File: config.mk
export PLATFORM = sky130hd
export DESIGN_NAME = systolic_result_collector
export DESIGN_NICKNAME = d
export VERILOG_FILES = /design/src/rtl/systolic_result_collector.sv
export SDC_FILE = /design/constraint.sdc
export NUM_CORES = 1
export LEC_CHECK = 0
export CAP_MARGIN = 30
export CORE_ASPECT_RATIO = 1.5
export CORE_UTILIZATION = 45
export DETAILED_ROUTE_END_ITERATION = 7
export PLACE_DENSITY = 0.68
export SLEW_MARGIN = 0
export SYNTH_ARGS = -nofsm -noshare
export SYNTH_HDL_FRONTEND = slang
export SYNTH_SLANG_ARGS = --single-unit
File: constraint.sdc
create_clock -name clk -period 2.8 [get_ports clk]
set_input_delay 0.28 -clock clk [delete_from_list [all_inputs] [get_ports clk]]
set_output_delay 0.28 -clock clk [all_outputs]
set_load 0.03 [all_outputs]
File: src/rtl/systolic_result_collector.sv
// rtl/systolic_result_collector.sv - reassembles 2x2 matmul results into frames and streams them bytewise
module systolic_result_collector #(
    parameter int FIFO_DEPTH = 2,
    parameter int CNT_W      = 8
) (
    input  logic             clk,
    input  logic             rst,
    input  logic [7:0]       in_uo,
    input  logic [7:0]       in_uio,
    input  logic [7:0]       in_oe,
    output logic [7:0]       m_data,
    output logic             m_valid,
    input  logic             m_ready,
    output logic             m_last,
    output logic [CNT_W-1:0] frame_count,
    output logic [CNT_W-1:0] drop_count,
    output logic             trunc_err,
    input  logic             clr_err
);

    localparam int AW = $clog2(FIFO_DEPTH);
    localparam int CW = AW + 1;
    localparam logic [CW-1:0] DEPTH_C = CW'(FIFO_DEPTH);

    localparam logic STATE_WAIT_B1 = 1'b0;
    localparam logic STATE_WAIT_B2 = 1'b1;

    logic          state_q;
    logic [7:0]    c00_q;
    logic [7:0]    c01_q;

    // Frame slots hold {C00, C01, C10, C11}, C00 in the top byte.
    logic [31:0]   mem [FIFO_DEPTH];
    logic [AW-1:0] wr_ptr_q;
    logic [AW-1:0] rd_ptr_q;
    logic [CW-1:0] count_q;
    logic [1:0]    idx_q;

    logic          oe_hit;
    logic          commit;
    logic          trunc_set;
    logic [31:0]   new_frame;
    logic          xfer;
    logic          pop;
    logic          full;
    logic          push;
    logic          drop;
    logic [AW-1:0] rd_ptr_nx;
    logic [CW-1:0] count_rem;
    logic [CW-1:0] count_nx;
    logic [1:0]    idx_nx;
    logic [31:0]   head_nx;
    logic          valid_nx;
    logic [7:0]    byte_nx;
    logic [7:0]    data_nx;
    logic          last_nx;

    // Next-state computation for capture, FIFO occupancy and the registered output byte.
    // The output register is loaded from the head frame the FIFO will have after this edge;
    // when the FIFO drains to empty the incoming frame is bypassed straight to the output.
    always_comb begin
        oe_hit    = (in_oe == 8'hFF);
        commit    = (state_q == STATE_WAIT_B2) && oe_hit;
        trunc_set = (state_q == STATE_WAIT_B2) && !oe_hit;
        new_frame = {c00_q, c01_q,
                     in_uio[7:4], in_uo[7:4],
                     in_uio[3:0], in_uo[3:0]};
        xfer      = m_valid && m_ready;
        pop       = xfer && (idx_q == 2'd3);
        full      = (count_q == DEPTH_C);
        push      = commit && (!full || pop);
        drop      = commit && !push;
        rd_ptr_nx = rd_ptr_q + AW'(pop);
        count_rem = count_q - CW'(pop);
        count_nx  = count_rem + CW'(push);
        idx_nx    = xfer ? idx_q + 2'd1 : idx_q;
        head_nx   = (count_rem == '0) ? new_frame : mem[rd_ptr_nx];
        valid_nx  = (count_nx != '0);
        case (idx_nx)
            2'd0:    byte_nx = head_nx[31:24];
            2'd1:    byte_nx = head_nx[23:16];
            2'd2:    byte_nx = head_nx[15:8];
            default: byte_nx = head_nx[7:0];
        endcase
        data_nx   = valid_nx ? byte_nx : 8'h00;
        last_nx   = valid_nx && (idx_nx == 2'd3);
    end

    // Beat capture FSM: beat1 latches C00/C01, beat2 completes the frame or a gap truncates it.
    always_ff @(posedge clk or posedge rst) begin
        if (rst) begin
            state_q <= STATE_WAIT_B1;
            c00_q   <= 8'h00;
            c01_q   <= 8'h00;
        end else begin
            case (state_q)
                STATE_WAIT_B1: begin
                    if (oe_hit) begin
                        c00_q   <= {in_uio[7:4], in_uo[7:4]};
                        c01_q   <= {in_uio[3:0], in_uo[3:0]};
                        state_q <= STATE_WAIT_B2;
                    end
                end
                default: begin
                    state_q <= STATE_WAIT_B1;
                end
            endcase
        end
    end

    // Frame storage; contents need no reset because the pointers define what is valid.
    always_ff @(posedge clk) begin
        if (push) begin
            mem[wr_ptr_q] <= new_frame;
        end
    end

    // FIFO pointers, occupancy, byte index and the registered output stage.
    always_ff @(posedge clk or posedge rst) begin
        if (rst) begin
            wr_ptr_q <= '0;
            rd_ptr_q <= '0;
            count_q  <= '0;
            idx_q    <= 2'd0;
            m_valid  <= 1'b0;
            m_data   <= 8'h00;
            m_last   <= 1'b0;
        end else begin
            if (push) begin
                wr_ptr_q <= wr_ptr_q + AW'(1);
            end
            rd_ptr_q <= rd_ptr_nx;
            count_q  <= count_nx;
            idx_q    <= idx_nx;
            m_valid  <= valid_nx;
            m_data   <= data_nx;
            m_last   <= last_nx;
        end
    end

    // Saturating frame/drop counters and sticky truncation flag; a clear beats a same-cycle set.
    always_ff @(posedge clk or posedge rst) begin
        if (rst) begin
            frame_count <= '0;
            drop_count  <= '0;
            trunc_err   <= 1'b0;
        end else if (clr_err) begin
            frame_count <= '0;
            drop_count  <= '0;
            trunc_err   <= 1'b0;
        end else begin
            if (push && (frame_count != '1)) begin
                frame_count <= frame_count + CNT_W'(1);
            end
            if (drop && (drop_count != '1)) begin
                drop_count <= drop_count + CNT_W'(1);
            end
            if (trunc_set) begin
                trunc_err <= 1'b1;
            end
        end
    end

endmodule

==> run summary, run 1 <==
Outcome - finished clean
Net Count, Synth - 514
Met2 Wirelength - 7.647 mm
Most frequent logic cell in the layout - edfxtp_1
Clk root buf - clkbuf_16
Syn Std Cell Area - 5592 um^2
Fp_density - 46.30%
First-pass GRT wire length - 22.69 mm
Post-synth top flop - edfxtp_1
Final setup violation count - 0
Non-Filler Instances - 717
Top cells by count, synth - edfxtp_1 (64), dfrtp_1 (50), nand3_1 (32)
Distinct lib cells - 55
Synthesized registers - 114
Power density over cell area - 1026 nW/um^2
Achievable clock frequency - 387.9 MHz
Share of layout cells above drive strength 1 - 17.73%
Vias in the first global route - 4,384
Die Width - 93.02 um
Cell taking the most area after synthesis - edfxtp_1
Max rail drop VDD - 697.7 uV
Most frequent cells in the layout - edfxtp_1 (64), clkdlybuf4s50_1 (54), dfrtp_1 (49)
Worst Path Required - 3070 ps
CTS clk-pin slew, worst paths - 50 ps
Post-DP Area - 6415 um^2
Drt wl/cell - 19.34 um
Met3 Use GR - 4.840%
Max_cap viols - 0
Crit. End Element - register
Insertion Delay late pin - 410 ps
Router iterations before antenna repair - 5
Comb pwr share - 38.8%
Synthesized area per cell - 11.62 um^2
Measured slew at the worst slew-check pin - 731.3 ps
Crit share post-route - 92.08%
Ys cells - 481
CTS resizes - 0
Met3 WL - 679 um
==> run 1: critical path, stage by stage, from the launching register on <==
cell,delay (ps)
dfrtp_1,410
ha_1,220
nand3_2,80
inv_2,50
ha_1,180
xnor2_1,140
buf_4,170
and2_1,190
buf_4,160
a2111oi_0,450
o221a_2,310
a221oi_1,90
==> run 1: cell type report <==
| class | instances | area, um^2 | share of cell area, % |
|---|---|---|---|
| flip-flops and latches | 114 | 3174 | 44.97 |
| clock inverters | 10 | 180.2 | 2.552 |
| multi-input cells | 318 | 2188 | 31.00 |
| well taps | 153 | 191.4 | 2.712 |
| clock buffers | 22 | 464.2 | 6.576 |
| inverters | 20 | 75.07 | 1.063 |
| repair buffers | 80 | 785.8 | 11.13 |
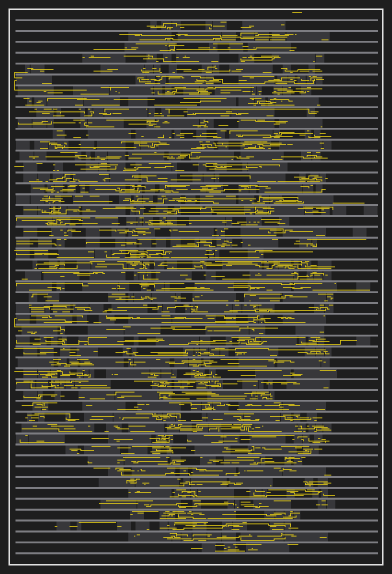
Fig. 1. The metal 1 layer (run 1).
(4 px per um) Supply wires on this layer in grey. Cells faint in the background.
main direction: horizontal
wire length on this layer: 5,270 um
longest straight run: 35.9 um
nets with wire on the layer: 532
share of all routed wire: 38%

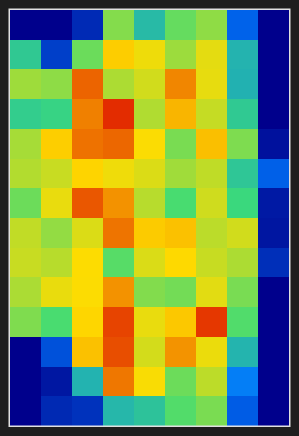
Fig. 2. Placement density heat map (run 1).
(3 px per um) The die is cut into 9 by 14 equal tiles; dark blue is low, red is high, 0 to 100% covered.
fullest tile: 95%
tiles over 75% full: 21%
nearly empty tiles: 11%
mean over tiles: 53%

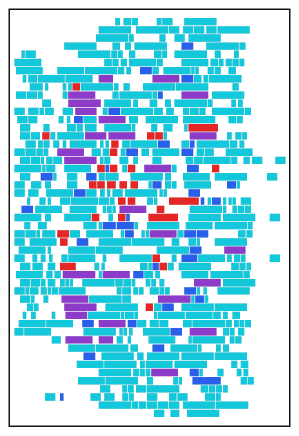
Fig. 3. Drive-strength map (run 1).
(3 px per um)
[_0 and _1 cells] cyan | cells: 464 | share: 82%
[_2 cells] blue | cells: 43 | share: 7.6%
[_6 and larger] purple | cells: 28 | share: 5.0%
[_3 and _4 cells] red | cells: 29 | share: 5.1%
Final Cell Area: 7059 um^2
Syn-to-layout area delta: 26.25%
setup ws final: 221.9 ps
Non-clock buffers: 80

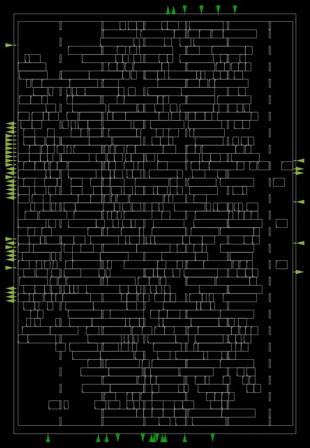
Fig. 4. Cell outlines without signal wires (run 1).
Taps Inserted: 153
FILL cells: 958

==> run 2, diff against run 1 <==
--- a/config.mk
+++ b/config.mk
@@ -9,6 +9,8 @@
 export CORE_ASPECT_RATIO = 1.5
 export CORE_UTILIZATION = 45
+export CTS_CLUSTER_DIAMETER = 40
 export DETAILED_ROUTE_END_ITERATION = 7
 export PLACE_DENSITY = 0.68
+export SKIP_LAST_GASP = 1
 export SLEW_MARGIN = 0
 export SYNTH_ARGS = -nofsm -noshare
==> constraint.sdc (replaced) <==
create_clock -name clk -period 2.8 [get_ports clk]
set_input_delay 0.84 -clock clk [delete_from_list [all_inputs] [get_ports clk]]
set_output_delay 0.84 -clock clk [all_outputs]
set_load 0.03 [all_outputs]
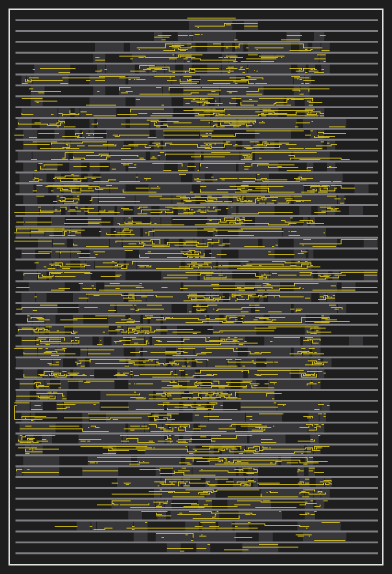
Fig. 5. The metal 1 layer (run 2).
(4 px per um) Supply wires on this layer in grey. Cells faint in the background.
longest straight run: 32.7 um
share of all routed wire: 39%
nets with wire on the layer: 549

==> run summary, run 2 <==
Setup ws final - 138.6 ps
Crit. End Element - register
Via count - 4,254
Cell taking the most area after synthesis - edfxtp_1
Clk root buf - clkbuf_16
Crit share post-route - 95.05%
Vias in the first global route - 4,505
Met2 Wirelength - 7.348 mm
Syn-to-layout area delta - 28.64%
Largest delay contributor family on the critical path - buffers and inverters
Crit Reg-Reg Endpoint - m_data[7]$_DFF_PP0_
Count of buffer and inverter cells on the critical path - 4
Distinct lib cells - 55
Measured slew at the worst slew-check pin - 524.1 ps
Drt wl/cell - 18.67 um
Largest stage delay, worst path - 440 ps
Synthesized registers - 114
Worst Setup Start Kind - primary input
Insertion Delay late pin - 410 ps
CTS clk-pin slew, worst paths - 50 ps
Post-synth top flop - edfxtp_1
Most frequent logic cell in the layout - edfxtp_1
First-pass GRT wire length - 22.81 mm
Ys cells - 481
Outcome - finished clean
Ao+oa area frac - 13.07%
Router iterations before antenna repair - 4
Most frequent cells in the layout - edfxtp_1 (64), clkdlybuf4s50_1 (54), dfrtp_1 (49), buf_4 (49), nand3_1 (32)
Achievable clock frequency - 375.7 MHz
Share of layout cells above drive strength 1 - 21.15%
Main logic family - simple AND/OR/NAND/NOR gates
Top cells by count, synth - edfxtp_1 (64), dfrtp_1 (50), nand3_1 (32)
CTS resizes - 0
Final Cell Area - 7193 um^2
Net Count, Synth - 514
Power density over cell area - 1000 nW/um^2
Levels on crit path - 11
Met3 WL - 667 um
Synthesized area per cell - 11.62 um^2
Post-DP Area - 6638 um^2
Max_cap viols - 0
FILL cells - 957
Met3 Use GR - 5.391%
Max rail drop VDD - 685.1 uV
Comb pwr share - 42.9%
Non-Filler Instances - 744
-- run 2: cell counts after synthesis --
Identical to the previous run, type by type.
-- run 2: area by class of cell --
type | count | area [um^2] | share of cell area [%]
tap | 153 | 191.4 | 2.661
clock inverter | 8 | 87.58 | 1.218
timing repair buffer | 108 | 1008 | 14.02
multi-input combinational | 318 | 2188 | 30.42
inverter | 20 | 75.07 | 1.044
sequential | 114 | 3174 | 44.13
clock buffer | 23 | 467.9 | 6.505
-- run 2: power groups by stage --
stage	registers [mW]	clock network, mW	logic [mW]
after global placement	2.08	0	2.98
after global routing	2.08	2.14	3.35
after detailed placement	2.09	0	3.06
final	2.07	2.04	3.09
after CTS	2.06	2.07	3.10
after floorplan	2.14	0	1.82
Power and IR drop assume default switching activity.
